--- config.mk ---
export PLATFORM = sky130hd
export DESIGN_NAME = regfile_write_arbiter_flat
export DESIGN_NICKNAME = d
export VERILOG_FILES = /design/src/rtl/regfile_write_arbiter_if.sv /design/src/rtl/regfile_write_arbiter.sv /design/src/flat_wrapper.sv
export SDC_FILE = /design/constraint.sdc
export NUM_CORES = 1
export LEC_CHECK = 0
export CAP_MARGIN = 20
export CORE_AREA = 2 2 89 91
export DETAILED_ROUTE_END_ITERATION = 12
export DIE_AREA = 0 0 91 93
export PLACE_DENSITY = 0.69
export SLEW_MARGIN = 20
export SYNTH_ARGS = -nofsm -noshare
export SYNTH_HDL_FRONTEND = slang
export SYNTH_SLANG_ARGS = --single-unit
--- constraint.sdc ---
create_clock -name clk -period 1.4 [get_ports clk]
set_input_delay 0.28 -clock clk [delete_from_list [all_inputs] [get_ports clk]]
set_output_delay 0.28 -clock clk [all_outputs]
set_load 0.05 [all_outputs]
--- src/rtl/regfile_write_arbiter_if.sv ---
// Writeback-to-register-file bus: two valid/ready requesters, the clear
// command and the register file write port.
interface regfile_write_arbiter_if #(
  parameter int ADDR_W = 5,
  parameter int DATA_W = 32
);
  logic              req0_valid;
  logic              req0_ready;
  logic [ADDR_W-1:0] req0_addr;
  logic [DATA_W-1:0] req0_data;
  logic              req1_valid;
  logic              req1_ready;
  logic [ADDR_W-1:0] req1_addr;
  logic [DATA_W-1:0] req1_data;
  logic              clear_start;
  logic              clear_busy;
  logic              rf_we;
  logic [ADDR_W-1:0] rf_addr;
  logic [DATA_W-1:0] rf_data;

  modport slave (
    input  req0_valid, req0_addr, req0_data,
    input  req1_valid, req1_addr, req1_data,
    input  clear_start,
    output req0_ready, req1_ready, clear_busy,
    output rf_we, rf_addr, rf_data
  );

  modport master (
    output req0_valid, req0_addr, req0_data,
    output req1_valid, req1_addr, req1_data,
    output clear_start,
    input  req0_ready, req1_ready, clear_busy,
    input  rf_we, rf_addr, rf_data
  );
endinterface

--- src/rtl/regfile_write_arbiter.sv ---
// Round-robin arbiter for the register file write port with x0 suppression
// and a zero-sweep clear sequencer.
//
// state    | meaning
// ST_ARB   | arbitrating writeback requests, one write per cycle
// ST_CLEAR | sweeping zero into every register, requesters stalled
module regfile_write_arbiter #(
  parameter int NUM_REGS = 32,
  parameter int ADDR_W   = 5,
  parameter int DATA_W   = 32
) (
  input  logic                    clk,
  input  logic                    rst,
  regfile_write_arbiter_if.slave  bus
);

  typedef enum logic {ST_ARB, ST_CLEAR} state_t;

  state_t            r_state;
  logic [ADDR_W-1:0] r_cnt;
  logic              r_last_grant;
  logic              r_clear_busy;
  logic              r_rf_we;
  logic [ADDR_W-1:0] r_rf_addr;
  logic [DATA_W-1:0] r_rf_data;

  logic w_same;
  logic w_grant0;
  logic w_grant1;
  logic w_open;
  logic w_accept0;
  logic w_accept1;

  // With both or neither valid, the requester that did not win last is granted.
  assign w_same    = (bus.req0_valid == bus.req1_valid);
  assign w_grant0  = (bus.req0_valid & ~bus.req1_valid) | (w_same &  r_last_grant);
  assign w_grant1  = (bus.req1_valid & ~bus.req0_valid) | (w_same & ~r_last_grant);
  assign w_open    = (r_state == ST_ARB) & ~bus.clear_start;
  assign w_accept0 = bus.req0_valid & bus.req0_ready;
  assign w_accept1 = bus.req1_valid & bus.req1_ready;

  assign bus.req0_ready = w_open & w_grant0;
  assign bus.req1_ready = w_open & w_grant1;
  assign bus.clear_busy = r_clear_busy;
  assign bus.rf_we      = r_rf_we;
  assign bus.rf_addr    = r_rf_addr;
  assign bus.rf_data    = r_rf_data;

  always_ff @(posedge clk or negedge rst) begin
    if (!rst) begin
      r_state      <= ST_ARB;
      r_cnt        <= '0;
      r_last_grant <= 1'b1;
      r_clear_busy <= 1'b0;
      r_rf_we      <= 1'b0;
      r_rf_addr    <= '0;
      r_rf_data    <= '0;
    end else begin
      case (r_state)
        ST_ARB: begin
          r_rf_we <= 1'b0;
          if (bus.clear_start) begin
            r_state      <= ST_CLEAR;
            r_cnt        <= '0;
            r_clear_busy <= 1'b1;
          end else if (w_accept0) begin
            r_rf_addr    <= bus.req0_addr;
            r_rf_data    <= bus.req0_data;
            r_rf_we      <= (bus.req0_addr != '0);
            r_last_grant <= 1'b0;
          end else if (w_accept1) begin
            r_rf_addr    <= bus.req1_addr;
            r_rf_data    <= bus.req1_data;
            r_rf_we      <= (bus.req1_addr != '0);
            r_last_grant <= 1'b1;
          end
        end
        ST_CLEAR: begin
          r_rf_we   <= 1'b1;
          r_rf_addr <= r_cnt;
          r_rf_data <= '0;
          r_cnt     <= r_cnt + 1'b1;
          if (r_cnt == ADDR_W'(NUM_REGS - 1)) begin
            r_state      <= ST_ARB;
            r_clear_busy <= 1'b0;
          end
        end
        default: begin
          r_state      <= ST_ARB;
          r_clear_busy <= 1'b0;
          r_rf_we      <= 1'b0;
        end
      endcase
    end
  end

endmodule
--- src/flat_wrapper.sv ---
// flat-port wrapper written by rule: the top's interface ports become plain ports
module regfile_write_arbiter_flat 
#(
  parameter int NUM_REGS = 32,
  parameter int ADDR_W   = 5,
  parameter int DATA_W   = 32
)
  (clk, rst, bus_req0_valid, bus_req0_addr, bus_req0_data, bus_req1_valid, bus_req1_addr, bus_req1_data, bus_clear_start, bus_req0_ready, bus_req1_ready, bus_clear_busy, bus_rf_we, bus_rf_addr, bus_rf_data);
  regfile_write_arbiter_if #(.ADDR_W(ADDR_W), .DATA_W(DATA_W)) bus_i ();
  input  logic clk;
  input  logic rst;
  input wire logic [$bits(bus_i.req0_valid)-1:0] bus_req0_valid;
  input wire logic [$bits(bus_i.req0_addr)-1:0] bus_req0_addr;
  input wire logic [$bits(bus_i.req0_data)-1:0] bus_req0_data;
  input wire logic [$bits(bus_i.req1_valid)-1:0] bus_req1_valid;
  input wire logic [$bits(bus_i.req1_addr)-1:0] bus_req1_addr;
  input wire logic [$bits(bus_i.req1_data)-1:0] bus_req1_data;
  input wire logic [$bits(bus_i.clear_start)-1:0] bus_clear_start;
  output wire logic [$bits(bus_i.req0_ready)-1:0] bus_req0_ready;
  output wire logic [$bits(bus_i.req1_ready)-1:0] bus_req1_ready;
  output wire logic [$bits(bus_i.clear_busy)-1:0] bus_clear_busy;
  output wire logic [$bits(bus_i.rf_we)-1:0] bus_rf_we;
  output wire logic [$bits(bus_i.rf_addr)-1:0] bus_rf_addr;
  output wire logic [$bits(bus_i.rf_data)-1:0] bus_rf_data;
  assign bus_i.req0_valid = bus_req0_valid;
  assign bus_i.req0_addr = bus_req0_addr;
  assign bus_i.req0_data = bus_req0_data;
  assign bus_i.req1_valid = bus_req1_valid;
  assign bus_i.req1_addr = bus_req1_addr;
  assign bus_i.req1_data = bus_req1_data;
  assign bus_i.clear_start = bus_clear_start;
  assign bus_req0_ready = bus_i.req0_ready;
  assign bus_req1_ready = bus_i.req1_ready;
  assign bus_clear_busy = bus_i.clear_busy;
  assign bus_rf_we = bus_i.rf_we;
  assign bus_rf_addr = bus_i.rf_addr;
  assign bus_rf_data = bus_i.rf_data;
  regfile_write_arbiter #(.NUM_REGS(NUM_REGS), .ADDR_W(ADDR_W), .DATA_W(DATA_W)) u_core (.clk(clk), .rst(rst), .bus(bus_i));
endmodule
==> run_1/gate_families.png <==
Scale: 4 px per um.
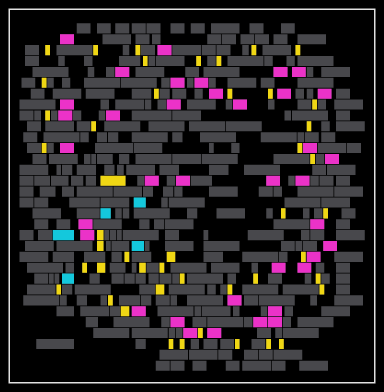
Key: NAND gates = yellow [cells 46, most used nand2_1, where widely spread]; multiplexers = magenta [cells 37, most used mux2i_1, where widely spread]; AND-OR and OR-AND gates = cyan [cells 5, where left middle]

==> run_1/metal_stack.png <==
Scale: 4 px per um. Two of the layers only.
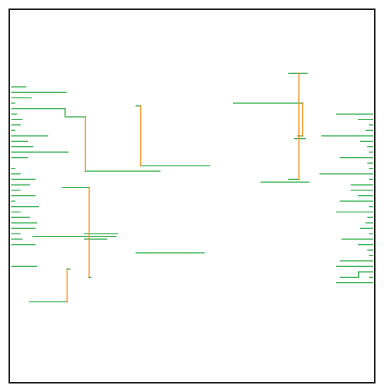
Key: met3 = green [wire length 437 um]; met4 = orange [wire length 93.8 um]

==> ci_impl_report.md, run 1 <==
## PnR job results

| Metric | Value |
|---|---|
| Status | finished, violations left |
| Failing checks | negative setup slack |
| Largest register FFs | 32 |
| Synthesized area | 2540 um^2 |
| Number of enable flip-flop cells | 0 |
| Sequential Power | 1.80 mW |
| Mux frac, synth | 0.146 |
| Synth top area share | 0.443 |
| Layout clock area frac | 0.0167 |
| Worst-Margin Slew | 0.425 ns |
| CTS tree | yes |
| Levels on crit path | 3 |
| Cell taking the most area after synthesis | dfrtp_1 |
| Post-placement setup slack | -0.796 ns |
| Gate power share | 0.460 |
| Final Cycle Share | 1.16 |
| Crit path capture type | primary output |
| Log Warnings | 30 |
| Comb/total area | 0.276 |
| N_taps | 102 |
| Comb_multi_in | 190 |
| Die Height | 93 um |
| RSZ-0062 raised after global routing | true |
| Async S/R FF share, synth | 1.00 |
| Critical R2R Capture | u_core.bus.rf_data[24] |
| Internal cell power | 3.08 mW |
| Worst R2R Start | u_core.r_last_grant |
| Final setup viols | 41 |
| Gate Area | 1330 um^2 |
| Late-Pin Clk Latency | 0.29 ns |
| Initial DRC Count | 95 |
| Design area | 4800 um^2 |
| CP arrival | 1.34 ns |
| Setup crit end | bus_req0_ready |
| Fp util | 0.338 |
| Largest net degree at the start of global routing | 32 |
| Worst-path cell chain | a21o_1, and2_4, buf_12 |
| Worst ir drop on vdd | 1530 uV |
| Yosys cell count | 258 |
| Worst-path fanout max | 3 |
| DRC violations left | 0 |
| Hold Slack | 0.442 ns |
| WL/cell | 16.2 um |
| Clock Skew | 0.00452 ns |
| P&R area growth vs syn | 89.0% |
| N_diodes | 0 |
| Non-clock inverters | 5 |
| Fillers | 620 |
| GRT met3 Usage | 0.0435 |
| Pleak | 2.24 nW |
| Crit-path max cell delay | 0.59 ns |
| Synthesized flop and latch total | 46 |
| H-Tree Depth | 2 |
| M2 GR Usage | 0.304 |
| Clk buf depth | 2 |
| Worst Setup SP | u_core.r_last_grant |
| Clock Sinks | 46 |
| Post-CTS Setup Inserts | 6 |
| Via density | 4.84 |
| Cell area leaders | dfrtp_1, mux2i_1, nor2b_1, o21ai_1, nand2_1 |
| Drt pass-1 iters | 4 |
| Initial antenna violation count | 0 |
| F_max | 0.617 GHz |
| CTS root buffer | clkbuf_8 |
| Die Wd | 91 um |
| Top_reg_cell synth | dfrtp_1 |
| Total Wirelength | 8.23 mm |
| Final ANT Viol Nets | 0 |
| Non-clk bufs | 156 |
| Final Hold Violation Tally | 0 |
| Net Sw Power | 1.74 mW |
| Sequential share of cell area | 0.240 |
| Most frequent cells after synthesis | dfrtp_1, nand2_1, mux2i_1 |
| Yosys top cell by instances | dfrtp_1 |
| # rows | 32 |
| Number of global-route vias before repair | 2498 |
| Core Region | 7530 um^2 |
| GR Util met1 | 0.227 |
| CP Buf/Inv Count | 1 |
| Register area | 1150 um^2 |
| Top cell excl fill/tap | clkdlybuf4s50_1 |
| Clock slew at reported path FFs | 0.09 ns |
| Cell Area, Placed | 4370 um^2 |
| Nets at Floorplan | 341 |
| Chip area line of the yosys report | 2540 um^2 |
| Ports | 120 |
| Cts hold-fix bufs | 1 |
| Metal2 WL | 4.01 mm |
| Worst hold-check path type | in2async |
| Net Sw Frac | 0.361 |
| Layout Utilization | 0.638 |
| Reg-to-reg slack, setup | -0.21 ns |
| Compound-Gate Fraction of Synth Area | 0.132 |
| Setup ws final | -0.222 ns |
| Total GRT Usage | 0.178 |
| Clock-net power | 801 uW |
==> run_1/met1.png <==
Scale: 4 px per um. Supply wires on this layer in grey.
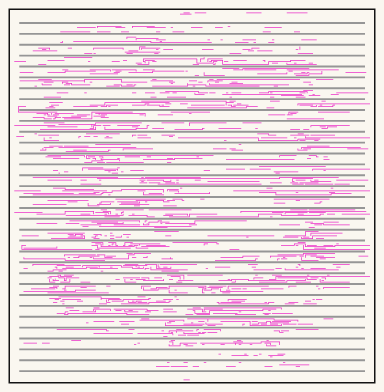
The longest straight run is 45.5 um. The layer carries 3690 um of wire. The wires run mostly horizontal. The layer holds 45% of the routed length.

==> run_1/final_congestion.png <==
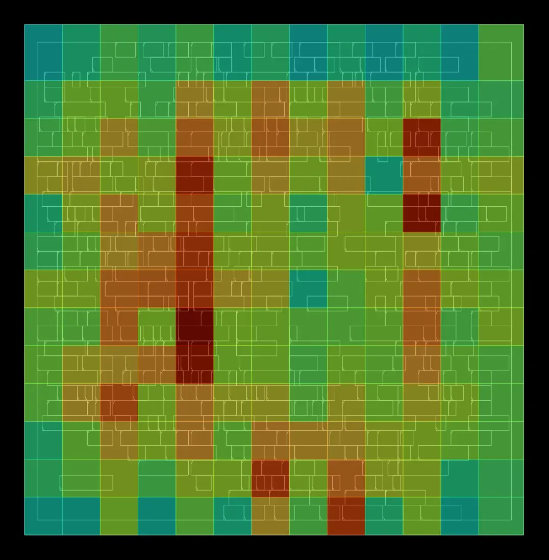

==> run 2, diff against run 1 <==
- PLACE_DENSITY: 0.69 -> 0.71
==> run_2/final_congestion.png <==
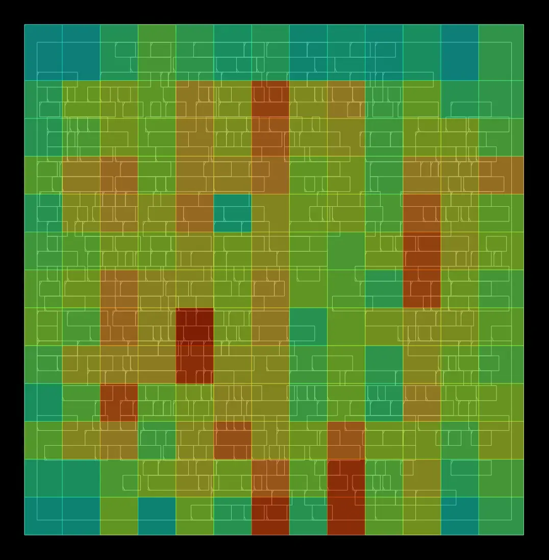
WL/cell: 15.8 um
Total GRT Usage: 0.178
M2 GR Usage: 0.314
Layout Utilization: 0.642
GR Util met1: 0.232

==> run_2/gate_families.png <==
Scale: 4 px per um.
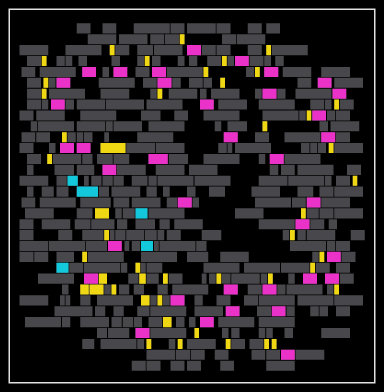
Key: multiplexers = magenta [cells 37, most used mux2i_1, where widely spread]; NAND gates = yellow [cells 46, most used nand2_1, where widely spread]; AND-OR and OR-AND gates = cyan [cells 5, where left middle]

==> run_2/zoom.png <==
Region (30, 50) to (60, 80) um. Cells in grey, sequential cells in the stronger grey; small squares are vias.
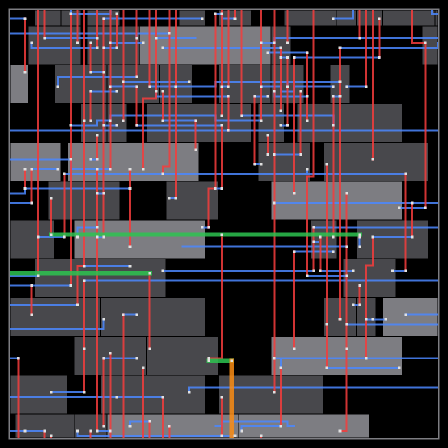
Key: met2 = red; met3 = green; met1 = blue; met4 = orange
Sequential cells in the window: 7. Netlist names of flops here include u_core.bus.rf_data (5), u_core.bus.rf_addr (2). Most frequent: buf_12 (8), dfrtp_1 (7). 40 logic cells have their middle in the window.

==> run 2 against run 1 <==
Effect of this change:
- clock skew grew 0.0062 ns
- synthesized cell count unchanged
- the flow still finishes with violations (negative setup slack)
- critical endpoint unchanged
- synthesized area did not move
- fmax up 2.0%
- via count shrank 1.2%
==> ci_impl_report.md, run 2 <==
## PnR job results

| Metric | Value |
|---|---|
| Cell area leaders | dfrtp_1, mux2i_1, nor2b_1, o21ai_1, nand2_1 (unchanged) |
| Most frequent cells after synthesis | dfrtp_1, nand2_1, mux2i_1 (unchanged) |
| Critical path class | reg2out (unchanged) |
| Initial DRC Count | 63 (was 95) |
| H-Tree Depth | 2 (unchanged) |
| Async S/R FF share, synth | 1.00 (unchanged) |
| Largest register FFs | 32 (unchanged) |
| Status | finished, violations left (unchanged) |
| Worst-Margin Slew | 0.258 ns (was 0.425 ns) |
| CP max stage cell | dfstp_2 (unchanged) |
| Die Wd | 91 um (unchanged) |
| Clock Skew | 0.0107 ns (was 0.00452 ns) |
| # rows | 32 (unchanged) |
| Buffering overhead | 0.433 (was 0.435) |
| Failing checks | negative setup slack (unchanged) |
| Comb/total area | 0.280 (was 0.276) |
| Layout clock area frac | 0.0166 (was 0.0167) |
| Non-clock inverters | 5 (unchanged) |
| Cell Area, Placed | 4440 um^2 (was 4370 um^2) |
| DP HPWL | 5.46 mm (was 5.32 mm) |
| Critical R2R Capture | u_core.bus.rf_addr[0] (was u_core.bus.rf_data[24]) |
| Post-CTS Setup Inserts | 6 (unchanged) |
| Adder-cell area share of the yosys netlist | 0.0197 (unchanged) |
| Crit-path max cell delay | 0.59 ns (about the same) |
| Synthesized area | 2540 um^2 (unchanged) |
| Clock-net power | 781 uW (was 801 uW) |
| Log Warnings | 30 (unchanged) |
| RSZ-0062 raised after global routing | true (unchanged) |
| Levels on crit path | 3 (unchanged) |
| GRT met3 Usage | 0.0371 (was 0.0435) |
| P&R area growth vs syn | 90.2% (was 89.0%) |
| CP arrival | 1.31 ns (was 1.34 ns) |
| Drt pass-1 iters | 4 (unchanged) |
| Non-clk bufs | 160 (was 156) |
| Worst R2R Start | u_core.r_last_grant (unchanged) |
| Gate Area | 1360 um^2 (was 1330 um^2) |
| Reg-to-reg slack, setup | -0.18 ns (was -0.21 ns) |
| Number of global-route vias before repair | 2455 (was 2498) |
| Area fraction in xor and xnor cells | 0.00689 (unchanged) |
| Sequential share of cell area | 0.239 (was 0.240) |
| Final Hold Violation Tally | 0 (unchanged) |
| Hold Slack | 0.488 ns (was 0.442 ns) |
| Clock slew at reported path FFs | 0.08 ns (was 0.09 ns) |
| Net Sw Frac | 0.358 (was 0.361) |
| Post-placement setup slack | -0.751 ns (was -0.796 ns) |
| Comb_multi_in | 190 (unchanged) |
| Worst Setup SP | u_core.r_last_grant (unchanged) |
| Core Region | 7530 um^2 (unchanged) |
| Total Wirelength | 8.09 mm (was 8.23 mm) |
| CP Buf/Inv Count | 1 (unchanged) |
| Setup ws final | -0.190 ns (was -0.222 ns) |
| Final ANT Viol Nets | 0 (unchanged) |
| Mux frac, synth | 0.146 (unchanged) |
| Crit path capture type | primary output (unchanged) |
| Cts hold-fix bufs | 1 (unchanged) |
| Die Height | 93 um (unchanged) |
| Sequential Power | 1.79 mW (was 1.80 mW) |
| Largest net degree at the start of global routing | 47 (was 32) |
| Final Slew Violations | 0 (unchanged) |
| Yosys simple share | 0.189 (unchanged) |
| M1 WL | 3.59 mm (was 3.69 mm) |
| Clock Sinks | 46 (unchanged) |
| Net Sw Power | 1.72 mW (was 1.74 mW) |
| Register area | 1150 um^2 (unchanged) |
| Late-Pin Clk Latency | 0.29 ns (about the same) |
| Nets at Floorplan | 341 (unchanged) |
| CTS tree | yes (unchanged) |
| Worst-path fanout max | 3 (unchanged) |
| Busiest grt layer | met2 (unchanged) |
| Number of enable flip-flop cells | 0 (unchanged) |
| Ports | 120 (unchanged) |
| Via density | 4.75 (was 4.84) |
| N_taps | 102 (unchanged) |
| Metal2 WL | 4.13 mm (was 4.01 mm) |
| Gate power share | 0.466 (was 0.460) |
| Final setup viols | 41 (unchanged) |
| DRC violations left | 0 (unchanged) |
| Top cell excl fill/tap | clkdlybuf4s50_1 (unchanged) |
| Initial antenna violation count | 0 (unchanged) |
| Setup crit end | bus_req0_ready (unchanged) |
| Worst-path cell chain | a21o_1, and2_4, buf_12 (unchanged) |
| Avg Cell Area, Syn | 9.85 um^2 (unchanged) |
| Worst hold-check path type | in2async (unchanged) |
| Cells after Synth | 258 (unchanged) |
| CTS root buffer | clkbuf_8 (unchanged) |
| Worst ir drop on vdd | 986 uV (was 1530 uV) |
| Fillers | 598 (was 620) |
| F_max | 0.629 GHz (was 0.617 GHz) |
| Chip area line of the yosys report | 2540 um^2 (unchanged) |
| Top_reg_cell synth | dfrtp_1 (unchanged) |
| Yosys top cell by instances | dfrtp_1 (unchanged) |
| Pleak | 2.24 nW (about the same) |
| Design area | 4830 um^2 (was 4800 um^2) |
| Final Cycle Share | 1.14 (was 1.16) |
| Synthesized flop and latch total | 46 (unchanged) |
| Cell taking the most area after synthesis | dfrtp_1 (unchanged) |
| N_diodes | 0 (unchanged) |
| Yosys cell count | 258 (unchanged) |
Power and IR drop assume default switching activity.
